run_1/class_map.png
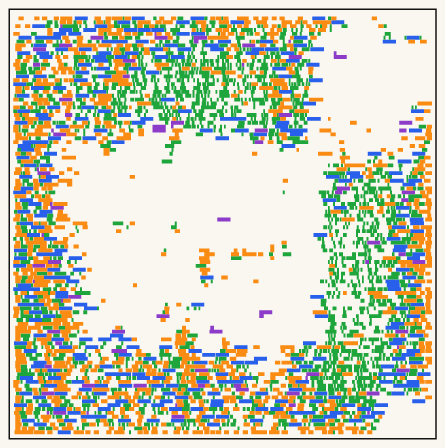
run_1/util_map.png
30 x 30 tiles, from white (low) to dark blue (high), 0 to 100% covered.
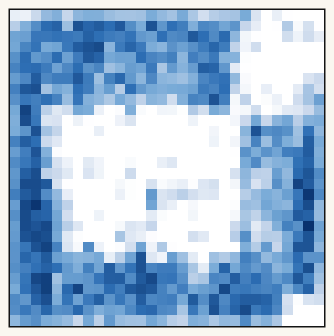
run_1/ff_map.png
The bar under the picture is 100 microns long. Other sequential cells in the stronger grey, the rest of the logic in the fainter grey.
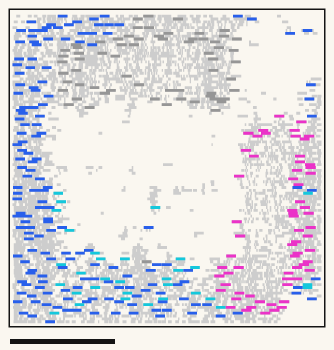
==> src/rtl/csr_state_unit_pkg.sv <==
`default_nettype none
// +--------------------------------------------------------------------+
// | csr_state_unit_pkg: shared cause codes and CSR state bundles       |
// | Rev 1.0                                                            |
// +--------------------------------------------------------------------+
package csr_state_unit_pkg;

  typedef enum logic [31:0] {
    MCAUSE_INSTR_MISALIGN = 32'h0000_0000,
    MCAUSE_INSTR_FAULT    = 32'h0000_0001,
    MCAUSE_ILLEGAL_INSTR  = 32'h0000_0002,
    MCAUSE_BREAKPOINT     = 32'h0000_0003,
    MCAUSE_LOAD_MISALIGN  = 32'h0000_0004,
    MCAUSE_LOAD_FAULT     = 32'h0000_0005,
    MCAUSE_STORE_MISALIGN = 32'h0000_0006,
    MCAUSE_STORE_FAULT    = 32'h0000_0007,
    MCAUSE_ECALL_M        = 32'h0000_000B,
    MCAUSE_IRQ_MSI        = 32'h8000_0003,
    MCAUSE_IRQ_MTI        = 32'h8000_0007,
    MCAUSE_IRQ_MEI        = 32'h8000_000B
  } mcause_t;

  typedef struct packed {
    logic        mie;
    logic        mpie;
    logic        mtie;
    logic        msie;
    logic        meie;
    logic [29:0] mtvec_base;
    logic [63:0] mcycle;
    logic [63:0] minstret;
    logic        mcycle_inhibit;
    logic        minstret_inhibit;
    logic [31:0] mscratch;
    logic [31:0] mepc;
    logic [31:0] mcause;
    logic [31:0] mtval;
  } csr_state_t;

  // Everything except the two 64-bit counters, which live in their own sub-modules
  typedef struct packed {
    logic        mie;
    logic        mpie;
    logic        mtie;
    logic        msie;
    logic        meie;
    logic [29:0] mtvec_base;
    logic        mcycle_inhibit;
    logic        minstret_inhibit;
    logic [31:0] mscratch;
    logic [31:0] mepc;
    logic [31:0] mcause;
    logic [31:0] mtval;
  } csr_core_t;

  localparam logic [31:0] c_PC_ALIGN_MASK = 32'hFFFF_FFFC;

  function automatic csr_core_t core_of(input csr_state_t s);
    csr_core_t c;
    c.mie              = s.mie;
    c.mpie             = s.mpie;
    c.mtie             = s.mtie;
    c.msie             = s.msie;
    c.meie             = s.meie;
    c.mtvec_base       = s.mtvec_base;
    c.mcycle_inhibit   = s.mcycle_inhibit;
    c.minstret_inhibit = s.minstret_inhibit;
    c.mscratch         = s.mscratch;
    c.mepc             = s.mepc;
    c.mcause           = s.mcause;
    c.mtval            = s.mtval;
    return c;
  endfunction

endpackage
`default_nettype wire

==> src/rtl/csr_state_unit_if.sv <==
`default_nettype none
// +--------------------------------------------------------------------+
// | csr_state_unit_if: core/decoder side bundle of the CSR state unit  |
// | Rev 1.0                                                            |
// +--------------------------------------------------------------------+
interface csr_state_unit_if;
  import csr_state_unit_pkg::*;

  logic        csr_we;
  csr_state_t  csr_next;
  csr_state_t  csr_state;
  logic        mtip;
  logic        msip;
  logic        meip;
  logic        instr_retire;
  logic        exc_valid;
  mcause_t     exc_cause;
  logic [31:0] exc_pc;
  logic [31:0] exc_tval;
  logic        mret;
  logic        irq_pending;
  logic        irq_take;
  logic [31:0] irq_pc;
  logic        redirect_valid;
  logic [31:0] redirect_pc;

  modport master (
    output csr_we, csr_next, mtip, msip, meip, instr_retire,
           exc_valid, exc_cause, exc_pc, exc_tval, mret, irq_take, irq_pc,
    input  csr_state, irq_pending, redirect_valid, redirect_pc
  );

  modport slave (
    input  csr_we, csr_next, mtip, msip, meip, instr_retire,
           exc_valid, exc_cause, exc_pc, exc_tval, mret, irq_take, irq_pc,
    output csr_state, irq_pending, redirect_valid, redirect_pc
  );

endinterface
`default_nettype wire

==> src/rtl/csr_state_unit_counter64.sv <==
`default_nettype none
// +--------------------------------------------------------------------+
// | counter64: 64-bit wrapping counter where a write beats an increment|
// | Rev 1.0                                                            |
// +--------------------------------------------------------------------+
module counter64 (
  input  wire logic        clk,
  input  wire logic        rst_n,
  input  wire logic        en_i,
  input  wire logic        we_i,
  input  wire logic [63:0] wd_i,
  output logic      [63:0] q_o
);

  logic [63:0] cnt_q;
  logic [63:0] cnt_d;

  always_comb begin
    cnt_d = cnt_q;
    if (we_i) begin
      cnt_d = wd_i;
    end else if (en_i) begin
      cnt_d = cnt_q + 64'd1;
    end
  end

  always_ff @(posedge clk or negedge rst_n) begin
    if (!rst_n) begin
      cnt_q <= '0;
    end else begin
      cnt_q <= cnt_d;
    end
  end

  assign q_o = cnt_q;

endmodule
`default_nettype wire

==> src/rtl/csr_state_unit.sv <==
`default_nettype none
// +--------------------------------------------------------------------+
// | csr_state_unit: machine-mode CSR state, trap entry, mret, counters |
// | Rev 1.0                                                            |
// +--------------------------------------------------------------------+
module csr_state_unit
  import csr_state_unit_pkg::*;
#(
  parameter logic [31:0] RESET_MTVEC = 32'h0000_0000
) (
  input wire logic          clk,
  input wire logic          rst_n,
  csr_state_unit_if.slave   bus
);

  localparam csr_core_t c_CORE_RST = '{mtvec_base: RESET_MTVEC[31:2], default: '0};

  csr_core_t   core_q;
  csr_core_t   core_d;
  logic        redirect_valid_q;
  logic        redirect_valid_d;
  logic [31:0] redirect_pc_q;
  logic [31:0] redirect_pc_d;

  logic [63:0] w_mcycle;
  logic [63:0] w_minstret;
  logic        w_irq_pending;
  logic        w_exc;
  logic        w_irq;
  logic        w_mret;
  logic        w_csr;
  logic        w_trap;
  mcause_t     w_irq_cause;

  assign w_irq_pending = core_q.mie & ((bus.meip & core_q.meie) |
                                       (bus.msip & core_q.msie) |
                                       (bus.mtip & core_q.mtie));

  // Exactly one event commits per cycle; an irq_take with nothing pending is not an event
  assign w_exc  = bus.exc_valid;
  assign w_irq  = !w_exc & bus.irq_take & w_irq_pending;
  assign w_mret = !w_exc & !w_irq & bus.mret;
  assign w_csr  = !w_exc & !w_irq & !w_mret & bus.csr_we;
  assign w_trap = w_exc | w_irq;

  always_comb begin
    w_irq_cause = MCAUSE_IRQ_MTI;
    if (bus.meip & core_q.meie) begin
      w_irq_cause = MCAUSE_IRQ_MEI;
    end else if (bus.msip & core_q.msie) begin
      w_irq_cause = MCAUSE_IRQ_MSI;
    end
  end

  always_comb begin
    core_d           = core_q;
    redirect_valid_d = 1'b0;
    redirect_pc_d    = redirect_pc_q;
    if (w_trap) begin
      core_d.mepc      = (w_exc ? bus.exc_pc : bus.irq_pc) & c_PC_ALIGN_MASK;
      core_d.mcause    = w_exc ? bus.exc_cause : w_irq_cause;
      core_d.mtval     = w_exc ? bus.exc_tval : 32'h0;
      core_d.mpie      = core_q.mie;
      core_d.mie       = 1'b0;
      redirect_valid_d = 1'b1;
      redirect_pc_d    = {core_q.mtvec_base, 2'b00};
    end else if (w_mret) begin
      core_d.mie       = core_q.mpie;
      core_d.mpie      = 1'b1;
      redirect_valid_d = 1'b1;
      redirect_pc_d    = core_q.mepc;
    end else if (w_csr) begin
      core_d = core_of(bus.csr_next);
    end
  end

  always_ff @(posedge clk or negedge rst_n) begin
    if (!rst_n) begin
      core_q           <= c_CORE_RST;
      redirect_valid_q <= 1'b0;
      redirect_pc_q    <= 32'h0;
    end else begin
      core_q           <= core_d;
      redirect_valid_q <= redirect_valid_d;
      redirect_pc_q    <= redirect_pc_d;
    end
  end

  counter64 u_mcycle (
    .clk   (clk),
    .rst_n (rst_n),
    .en_i  (!core_q.mcycle_inhibit),
    .we_i  (w_csr),
    .wd_i  (bus.csr_next.mcycle),
    .q_o   (w_mcycle)
  );

  // A trapping instruction never retires, so it must not count
  counter64 u_minstret (
    .clk   (clk),
    .rst_n (rst_n),
    .en_i  (bus.instr_retire & !core_q.minstret_inhibit & !w_trap),
    .we_i  (w_csr),
    .wd_i  (bus.csr_next.minstret),
    .q_o   (w_minstret)
  );

  always_comb begin
    bus.csr_state.mie              = core_q.mie;
    bus.csr_state.mpie             = core_q.mpie;
    bus.csr_state.mtie             = core_q.mtie;
    bus.csr_state.msie             = core_q.msie;
    bus.csr_state.meie             = core_q.meie;
    bus.csr_state.mtvec_base       = core_q.mtvec_base;
    bus.csr_state.mcycle           = w_mcycle;
    bus.csr_state.minstret         = w_minstret;
    bus.csr_state.mcycle_inhibit   = core_q.mcycle_inhibit;
    bus.csr_state.minstret_inhibit = core_q.minstret_inhibit;
    bus.csr_state.mscratch         = core_q.mscratch;
    bus.csr_state.mepc             = core_q.mepc;
    bus.csr_state.mcause           = core_q.mcause;
    bus.csr_state.mtval            = core_q.mtval;
  end

  assign bus.irq_pending    = w_irq_pending;
  assign bus.redirect_valid = redirect_valid_q;
  assign bus.redirect_pc    = redirect_pc_q;

endmodule
`default_nettype wire

==> src/flat_wrapper.sv <==
// flat-port wrapper written by rule: the top's interface ports become plain ports
module csr_state_unit_flat import csr_state_unit_pkg::*;
#(
  parameter logic [31:0] RESET_MTVEC = 32'h0000_0000
)
  (clk, rst_n, bus_csr_we, bus_csr_next, bus_mtip, bus_msip, bus_meip, bus_instr_retire, bus_exc_valid, bus_exc_cause, bus_exc_pc, bus_exc_tval, bus_mret, bus_irq_take, bus_irq_pc, bus_csr_state, bus_irq_pending, bus_redirect_valid, bus_redirect_pc);
  csr_state_unit_if bus_i ();
  input wire logic clk;
  input wire logic rst_n;
  input wire logic [$bits(bus_i.csr_we)-1:0] bus_csr_we;
  input wire logic [$bits(bus_i.csr_next)-1:0] bus_csr_next;
  input wire logic [$bits(bus_i.mtip)-1:0] bus_mtip;
  input wire logic [$bits(bus_i.msip)-1:0] bus_msip;
  input wire logic [$bits(bus_i.meip)-1:0] bus_meip;
  input wire logic [$bits(bus_i.instr_retire)-1:0] bus_instr_retire;
  input wire logic [$bits(bus_i.exc_valid)-1:0] bus_exc_valid;
  input wire logic [$bits(bus_i.exc_cause)-1:0] bus_exc_cause;
  input wire logic [$bits(bus_i.exc_pc)-1:0] bus_exc_pc;
  input wire logic [$bits(bus_i.exc_tval)-1:0] bus_exc_tval;
  input wire logic [$bits(bus_i.mret)-1:0] bus_mret;
  input wire logic [$bits(bus_i.irq_take)-1:0] bus_irq_take;
  input wire logic [$bits(bus_i.irq_pc)-1:0] bus_irq_pc;
  output wire logic [$bits(bus_i.csr_state)-1:0] bus_csr_state;
  output wire logic [$bits(bus_i.irq_pending)-1:0] bus_irq_pending;
  output wire logic [$bits(bus_i.redirect_valid)-1:0] bus_redirect_valid;
  output wire logic [$bits(bus_i.redirect_pc)-1:0] bus_redirect_pc;
  assign bus_i.csr_we = bus_csr_we;
  assign bus_i.csr_next = bus_csr_next;
  assign bus_i.mtip = bus_mtip;
  assign bus_i.msip = bus_msip;
  assign bus_i.meip = bus_meip;
  assign bus_i.instr_retire = bus_instr_retire;
  assign bus_i.exc_valid = bus_exc_valid;
  assign bus_i.exc_cause = bus_exc_cause;
  assign bus_i.exc_pc = bus_exc_pc;
  assign bus_i.exc_tval = bus_exc_tval;
  assign bus_i.mret = bus_mret;
  assign bus_i.irq_take = bus_irq_take;
  assign bus_i.irq_pc = bus_irq_pc;
  assign bus_csr_state = bus_i.csr_state;
  assign bus_irq_pending = bus_i.irq_pending;
  assign bus_redirect_valid = bus_i.redirect_valid;
  assign bus_redirect_pc = bus_i.redirect_pc;
  csr_state_unit #(.RESET_MTVEC(RESET_MTVEC)) u_core (.clk(clk), .rst_n(rst_n), .bus(bus_i));
endmodule
==> config.mk <==
export PLATFORM = sky130hd
export DESIGN_NAME = csr_state_unit_flat
export DESIGN_NICKNAME = d
export VERILOG_FILES = /design/src/rtl/csr_state_unit_pkg.sv /design/src/rtl/csr_state_unit_if.sv /design/src/rtl/csr_state_unit_counter64.sv /design/src/rtl/csr_state_unit.sv /design/src/flat_wrapper.sv
export SDC_FILE = /design/constraint.sdc
export NUM_CORES = 1
export LEC_CHECK = 0
export ABC_AREA = 1
export CAP_MARGIN = 10
export CORE_AREA = 2 2 297 299
export CTS_CLUSTER_SIZE = 25
export DETAILED_ROUTE_END_ITERATION = 8
export DIE_AREA = 0 0 299 301
export GPL_TIMING_DRIVEN = 0
export REMOVE_ABC_BUFFERS = 1
export SYNTH_ARGS = -nofsm -noshare
export SYNTH_HDL_FRONTEND = slang
export SYNTH_SLANG_ARGS = --single-unit
==> constraint.sdc <==
create_clock -name clk -period 1.9 [get_ports clk]
set_clock_uncertainty 0.15 [all_clocks]
set_input_delay 0.285 -clock clk [delete_from_list [all_inputs] [get_ports clk]]
set_output_delay 0.285 -clock clk [all_outputs]
set_load 0.01 [all_outputs]
==> flow_metrics.env, run 1 <==
# physical design summary
export IMPL_die_x_microns=299
export IMPL_netlist_area_leader_share_pct=42.7
export IMPL_timing_hold_ws_ns=-0.524
export IMPL_setup_viol=286
export IMPL_stdcell_area_sq_mm=0.0371
export IMPL_wl_met1_microns=46400
export IMPL_slew_limit_headroom_pct=34.4
export IMPL_die_h_microns=301
export IMPL_hold_violations=75
export IMPL_clockBufferDepth=3
export IMPL_antenna_cells=14
export IMPL_crit_required_ns=2.27
export IMPL_finalWorstSetupSlack_ns=-0.330
export IMPL_hold_path_class="in2async"
export IMPL_antenna_found_initial=28
export IMPL_grt_pass1_vias=23453
export IMPL_violations="hold timing, setup timing"
export IMPL_rsz0062_at_grt="yes"
export IMPL_drt_wl_total_microns=123000
export IMPL_fillers=8544
export IMPL_worstSetupEndpoint="u_core.u_minstret.q_o[36]$_DFFE_PN0P_"
export IMPL_report_final_slew_viol_count=0
export IMPL_max_freq_ghz=0.449
export IMPL_status="finished with violations"
export IMPL_port_buffer_count=753
export IMPL_firstDrtPassIters=6
export IMPL_grt_usage_pct=25.6
export IMPL_cpMaxStageDelayCell="dfrtp_2"
-- class_map.png (at the start) --
legend:
  purple:
    class: clock drivers and dummy loads
    cells: 80
    share_of_their_area: 4.0%
  blue:
    class: sequential cells
    cells: 326
    share_of_their_area: 23%
  orange:
    class: remaining buffers and delay cells
    cells: 1038
    share_of_their_area: 36%
  green:
    class: remaining logic cells
    cells: 2419
    share_of_their_area: 37%
flop share of the area: 22.4%
core area: 0.0865 sq mm
Rows: 108

-- util_map.png (at the start) --
emptiest ninth of the die: middle
fullest tile: 99%
mean over tiles: 40%
Core Util at FP: 22.1%
Layout Utilization: 42.9%

-- ff_map.png (at the start) --
legend:
  cyan:
    name_in_the_netlist: u_core.bus.redirect_pc
    flops: 32
  magenta:
    name_in_the_netlist: u_core.u_mcycle.q_o
    flops: 64
  blue:
    name_in_the_netlist: u_core.bus.csr_state
    flops: 165
not coloured: 65
seq pwr: 10.9 mW
Reg area: 0.00829 sq mm

## run 1: power by group
group          switching [mW]  total [mW]  internal [mW]  leakage [nW]
logic                    6.33        12.2           5.90          14.7
registers                2.35        10.9           8.55          3.89
clock network            3.63        8.50           4.87         0.699
## run 1: worst max-delay path, delay by kind of cell (launching register included)
family / cells / cell delay [ns]
buf+inv: 6 / 0.82
simple gates: 8 / 0.68
flops: 1 / 0.47
## run 1: repair_timing
| action | in CTS | in global routing |
|---|---|---|
| pin swaps | 100 | 98 |
| setup endpoints to repair | 652 | 603 |
| cloned | 74 | 16 |
| resized | 628 | 767 |
| endpoints found under the hold margin | 71 | 71 |
| buffers inserted | 130 | 76 |
## run 1: cells in the final DEF, fill, tap and decap left out, types with 20 or more instances in the layout
cell type | Yosys | layout
nand2_1 | 1209 | 974
clkdlybuf4s50_1 | 0 | 425
dlymetal6s2s_1 | 0 | 266
nor2_1 | 359 | 241
inv_1 | 233 | 228
dfrtp_1 | 326 | 221
nand3_1 | 207 | 172
nand2_2 | 4 | 160
dfrtp_2 | 0 | 105
buf_4 | 18 | 100
nand2_4 | 2 | 74
nor2_4 | 7 | 67
nor2_2 | 7 | 67
buf_16 | 0 | 65
nand4_1 | 59 | 59
o211ai_1 | 56 | 56
clkbuf_16 | 0 | 56
buf_12 | 0 | 53
a22oi_2 | 0 | 49
dlygate4sd2_1 | 0 | 46
o21ai_0 | 89 | 45
buf_6 | 0 | 35
nand3_2 | 1 | 28
o21ai_1 | 2 | 25
buf_8 | 0 | 23
o21ai_2 | 0 | 20
## run 1: logic make-up after synthesis
logic type                 synth area share [%]
and+or+nand+nor                            40.6
adders and majority gates                 0.131
AOI/OAI and AO/OA                          8.03
buffers and inverters                      7.67
DFF                                        42.7
xor gates and xnor gates                  0.916
run_1/m3.png
The bar under the picture is 100 microns long.
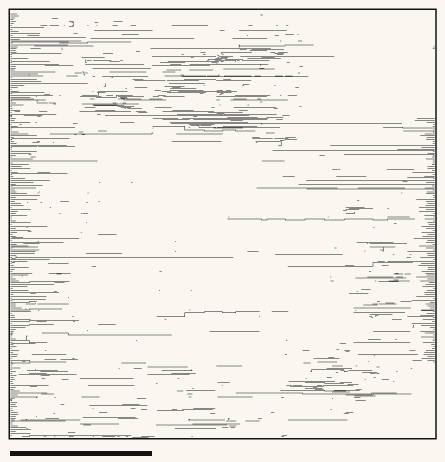

## Run 2: what changed since run 1
--- a/config.mk
+++ b/config.mk
@@ -11,7 +11,6 @@
 export CTS_CLUSTER_SIZE = 25
 export DETAILED_ROUTE_END_ITERATION = 8
 export DIE_AREA = 0 0 299 301
-export GPL_TIMING_DRIVEN = 0
 export REMOVE_ABC_BUFFERS = 1
 export SYNTH_ARGS = -nofsm -noshare
 export SYNTH_HDL_FRONTEND = slang
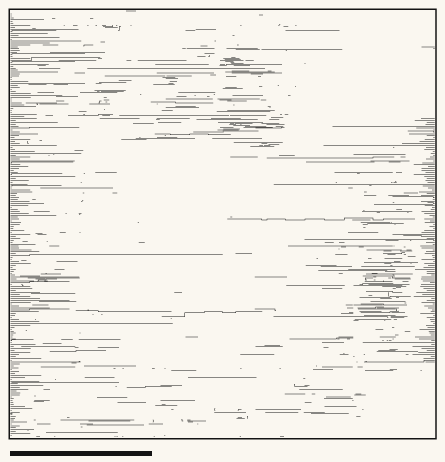
run_2/m3.png
The bar under the picture is 100 microns long.
wire length on this layer: 9880 microns
nets with wire on the layer: 649

==> flow_metrics.env, run 2 <==
# physical design summary
export IMPL_die_x_microns=299
export IMPL_combPwrFrac_pct=45.8
export IMPL_antenna_found_initial=22
export IMPL_r2r_slack_ns=-0.18
export IMPL_fin_util_pct=44.5
export IMPL_grt_max_degree=66
export IMPL_report_final_slew_viol_count=0
export IMPL_p_int_mw=20.2
export IMPL_rows=108
export IMPL_worstSetupEndpoint="u_core.u_mcycle.q_o[42]$_DFFE_PN0P_"
export IMPL_r2r_start="u_core.bus.csr_state[288]$_DFFE_PN0P_"
export IMPL_port_buffer_count=753
export IMPL_hold_violations=0
export IMPL_final_cell_mix="925 x nand2_1, 424 x clkdlybuf4s50_1, 395 x buf_4"
export IMPL_cpPeakStageDelay_ns=0.43
export IMPL_clockBufferDepth=3
export IMPL_setup_viol=266
export IMPL_pg_comb_mw=15.0
export IMPL_core_util_floorplan_pct=22.1
export IMPL_crit_required_ns=2.20
export IMPL_core_area_sq_mm=0.0865
export IMPL_power_switching_mw=12.7
export IMPL_finalWorstSetupSlack_ns=-0.184
export IMPL_grt_pass1_vias=24879
export IMPL_violations="setup timing"
export IMPL_cpMaxStageDelayCell="dfrtp_1"
export IMPL_cp_arrival_ns=2.39
export IMPL_powerDensity_mw_per_mm2=852
export IMPL_timing_hold_ws_ns=0.0873
export IMPL_clkPwrFrac_pct=24.4
export IMPL_final_common_cell="nand2_1"
export IMPL_final_nets=4554
export IMPL_hold_path_class="in2async"
export IMPL_pg_clk_mw=8.01
export IMPL_ff2ff_path_depth=12
export IMPL_die_h_microns=301
export IMPL_firstDrtPassIters=5
export IMPL_irDropWorstVdd_mv=0.537
export IMPL_seq_power_mw=9.78
export IMPL_slew_limit_headroom_pct=67.3
export IMPL_grt_usage_pct=25.2
export IMPL_drt_wl_total_microns=120000
export IMPL_fillers=8587
export IMPL_top_power_group="combinational cells"
export IMPL_netlist_area_leader_share_pct=42.7
export IMPL_rsz0062_at_grt="yes"
export IMPL_ios=758
export IMPL_status="finished with violations"
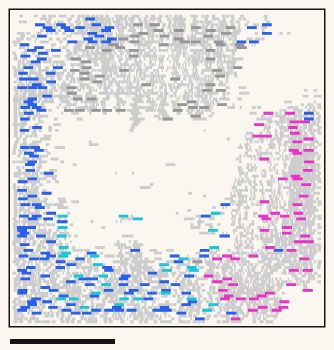
run_2/ff_map.png
The bar under the picture is 100 microns long. Other sequential cells in the stronger grey, the rest of the logic in the fainter grey.
legend:
  blue:
    name_in_the_netlist: u_core.bus.csr_state
    flops: 165
  magenta:
    name_in_the_netlist: u_core.u_mcycle.q_o
    flops: 64
  cyan:
    name_in_the_netlist: u_core.bus.redirect_pc
    flops: 32
not coloured: 65
Reg area: 0.00821 sq mm
flop share of the area: 21.3%

-- run 2: cell counts after synthesis --
No cell type changed its count.
-- run 2: layer usage --
| layer | GRT usage [%] | up-vias | share of wire [%] |
|---|---|---|---|
| li1 | - | 11640 | - |
| met1 | 30.7 | 11970 | 39 |
| met2 | 42.8 | 1120 | 48 |
| met3 | 5.88 | 234 | 8.3 |
| met4 | 10.2 | 12 | 4.7 |
| met5 | 0 | - | 0.055 |
-- run 2: critical path: cells and delay by family (launching register included) --
family | cells | cell delay [ns]
flops | 1 | 0.43
simple gates | 8 | 0.73
buf+inv | 4 | 0.62
-- run 2: cells by family after synthesis --
kind of cell / after synthesis / synth area share (%)
AND-OR/OR-AND: 243 / 8.03
XOR/XNOR: 20 / 0.916
adder cells (fa/ha/maj): 2 / 0.131
buffers and inverters: 348 / 7.67
flip-flops: 326 / 42.7
AND/OR/NAND/NOR: 1897 / 40.6
-- run 2: final cells by class --
type	instances	area (sq um)	share of cell area, %
well taps	1155	1450	3.75
repair buffers	1349	14200	36.8
diodes	9	22.5	0.0585
clock inverters	15	146	0.380
multi-input cells	2162	12400	32.2
clock buffers	55	1160	3.02
inverters	239	971	2.52
flip-flops and latches	326	8210	21.3
-- run 2: through the flow --
stage	instance area (sq um)	std cells	worst slack, ns	TNS, ns
global route	38500	5310	-0.255	-46.81
CTS	36900	5274	-0.196	-22.71
global placement	30700	5016	-0.501	-120.20
finish	38500	5310	-0.184	-26.06
floorplan	18600	2727	-2.96	-674.02
detailed placement	30700	5016	-0.533	-126.02
-- run 2: repair_timing --
action / in CTS / in global routing
cloned: 60 / 11
hold buffers: 1 / 0
endpoints found under the setup margin: 634 / 350
pin swaps: 129 / 116
endpoints found under the hold margin: 199 / 0
setup buffers: 128 / 32
gates resized: 1134 / 437
## Run 3: what changed since run 2
--- a/config.mk
+++ b/config.mk
@@ -12,6 +12,7 @@
 export DETAILED_ROUTE_END_ITERATION = 8
 export DIE_AREA = 0 0 299 301
 export REMOVE_ABC_BUFFERS = 1
+export SLEW_MARGIN = 20
 export SYNTH_ARGS = -nofsm -noshare
 export SYNTH_HDL_FRONTEND = slang
 export SYNTH_SLANG_ARGS = --single-unit
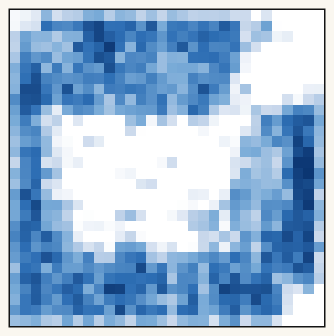
run_3/util_map.png
30 x 30 tiles, from white (low) to dark blue (high), 0 to 100% covered.
nearly empty tiles: 22%
tiles over 75% full: 14%
fullest tile: 98%
mean over tiles: 41%
Layout Utilization: 44.5%

==> flow_metrics.env, run 3 <==
# physical design summary
export IMPL_firstDrtPassIters=5
export IMPL_use_met1_pct=30.7
export IMPL_final_common_cell="nand2_1"
export IMPL_worstSetupEndpoint="u_core.u_mcycle.q_o[42]$_DFFE_PN0P_"
export IMPL_finalWorstSetupSlack_ns=-0.184
export IMPL_cpPeakStageDelay_ns=0.43
export IMPL_grt_max_degree=66
export IMPL_violations="setup timing"
export IMPL_cp_top_family="simple AND/OR/NAND/NOR gates"
export IMPL_die_h_microns=301
export IMPL_clockBufferDepth=3
export IMPL_netlist_area_leader_share_pct=42.7
export IMPL_slew_limit_headroom_pct=67.3
export IMPL_ff2ff_path_depth=12
export IMPL_routed_top_layer="met5"
export IMPL_max_freq_ghz=0.480
export IMPL_drt_wl_total_microns=120000
export IMPL_setup_viol=266
export IMPL_met3WireLength_microns=9880
export IMPL_hold_path_class="in2async"
export IMPL_status="finished with violations"
export IMPL_busiest_layer="met2"
export IMPL_layoutNonFillerInstCount=5310
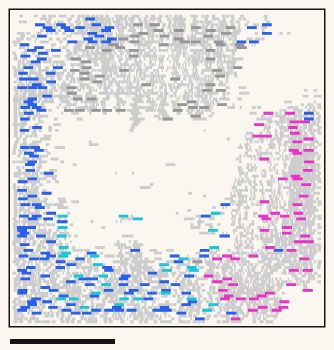
run_3/ff_map.png
The bar under the picture is 100 microns long. Other sequential cells in the stronger grey, the rest of the logic in the fainter grey.
legend:
  blue:
    name_in_the_netlist: u_core.bus.csr_state
    flops: 165
  cyan:
    name_in_the_netlist: u_core.bus.redirect_pc
    flops: 32
  magenta:
    name_in_the_netlist: u_core.u_mcycle.q_o
    flops: 64
seq pwr: 9.78 mW

[run 3: power breakdown]
part	total, mW	switching, mW	leakage (nW)	internal (mW)
sequential	9.78	1.32	3.97	8.46
clock	8.01	3.45	0.633	4.56
combinational	15.0	7.88	13.8	7.14
total	32.8	12.7	18.4	20.2
[run 3: area by class of cell]
| type | count | area, sq um |
|---|---|---|
| diodes | 9 | 22.5 |
| fillers | 8587 | 48000 |
| multi-input cells | 2162 | 12400 |
| clock inverters | 15 | 146 |
| clock buffers | 55 | 1160 |
| well taps | 1155 | 1450 |
| repair buffers | 1349 | 14200 |
| inverters | 239 | 971 |
| flip-flops and latches | 326 | 8210 |
[run 3: cells by family after synthesis]
logic type / Yosys count / synth area share (%)
adders and majority gates: 2 / 0.131
and+or+nand+nor: 1897 / 40.6
buffers and inverters: 348 / 7.67
DFF: 326 / 42.7
xor gates and xnor gates: 20 / 0.916
AOI/OAI and AO/OA: 243 / 8.03
[run 3: what timing repair did]
action                                   CTS  global route
cloned                                    60            11
endpoints found under the setup margin   634           350
setup buffers                            128            32
endpoints found under the hold margin    199             0
pin swaps                                129           116
resized                                 1134           437
hold buffers                               1             0
[run 3: how the worst min path moves through the flow]
stage,end,cells past startpoint,start
final,u_core.bus.redirect_pc[31]$_DFFE_PN0P_,2,rst_n
after CTS,u_core.bus.redirect_pc[31]$_DFFE_PN0P_,2,rst_n
after detailed placement,u_core.bus.csr_state[277]$_DFFE_PN0P_,1,rst_n
after global routing,u_core.bus.redirect_pc[31]$_DFFE_PN0P_,2,rst_n
after floorplan,u_core.bus.csr_state[0]$_DFFE_PN0P_,0,rst_n
after global placement,u_core.bus.csr_state[277]$_DFFE_PN0P_,1,rst_n
No activity file was given, so power comes from the tool's default toggle rates.
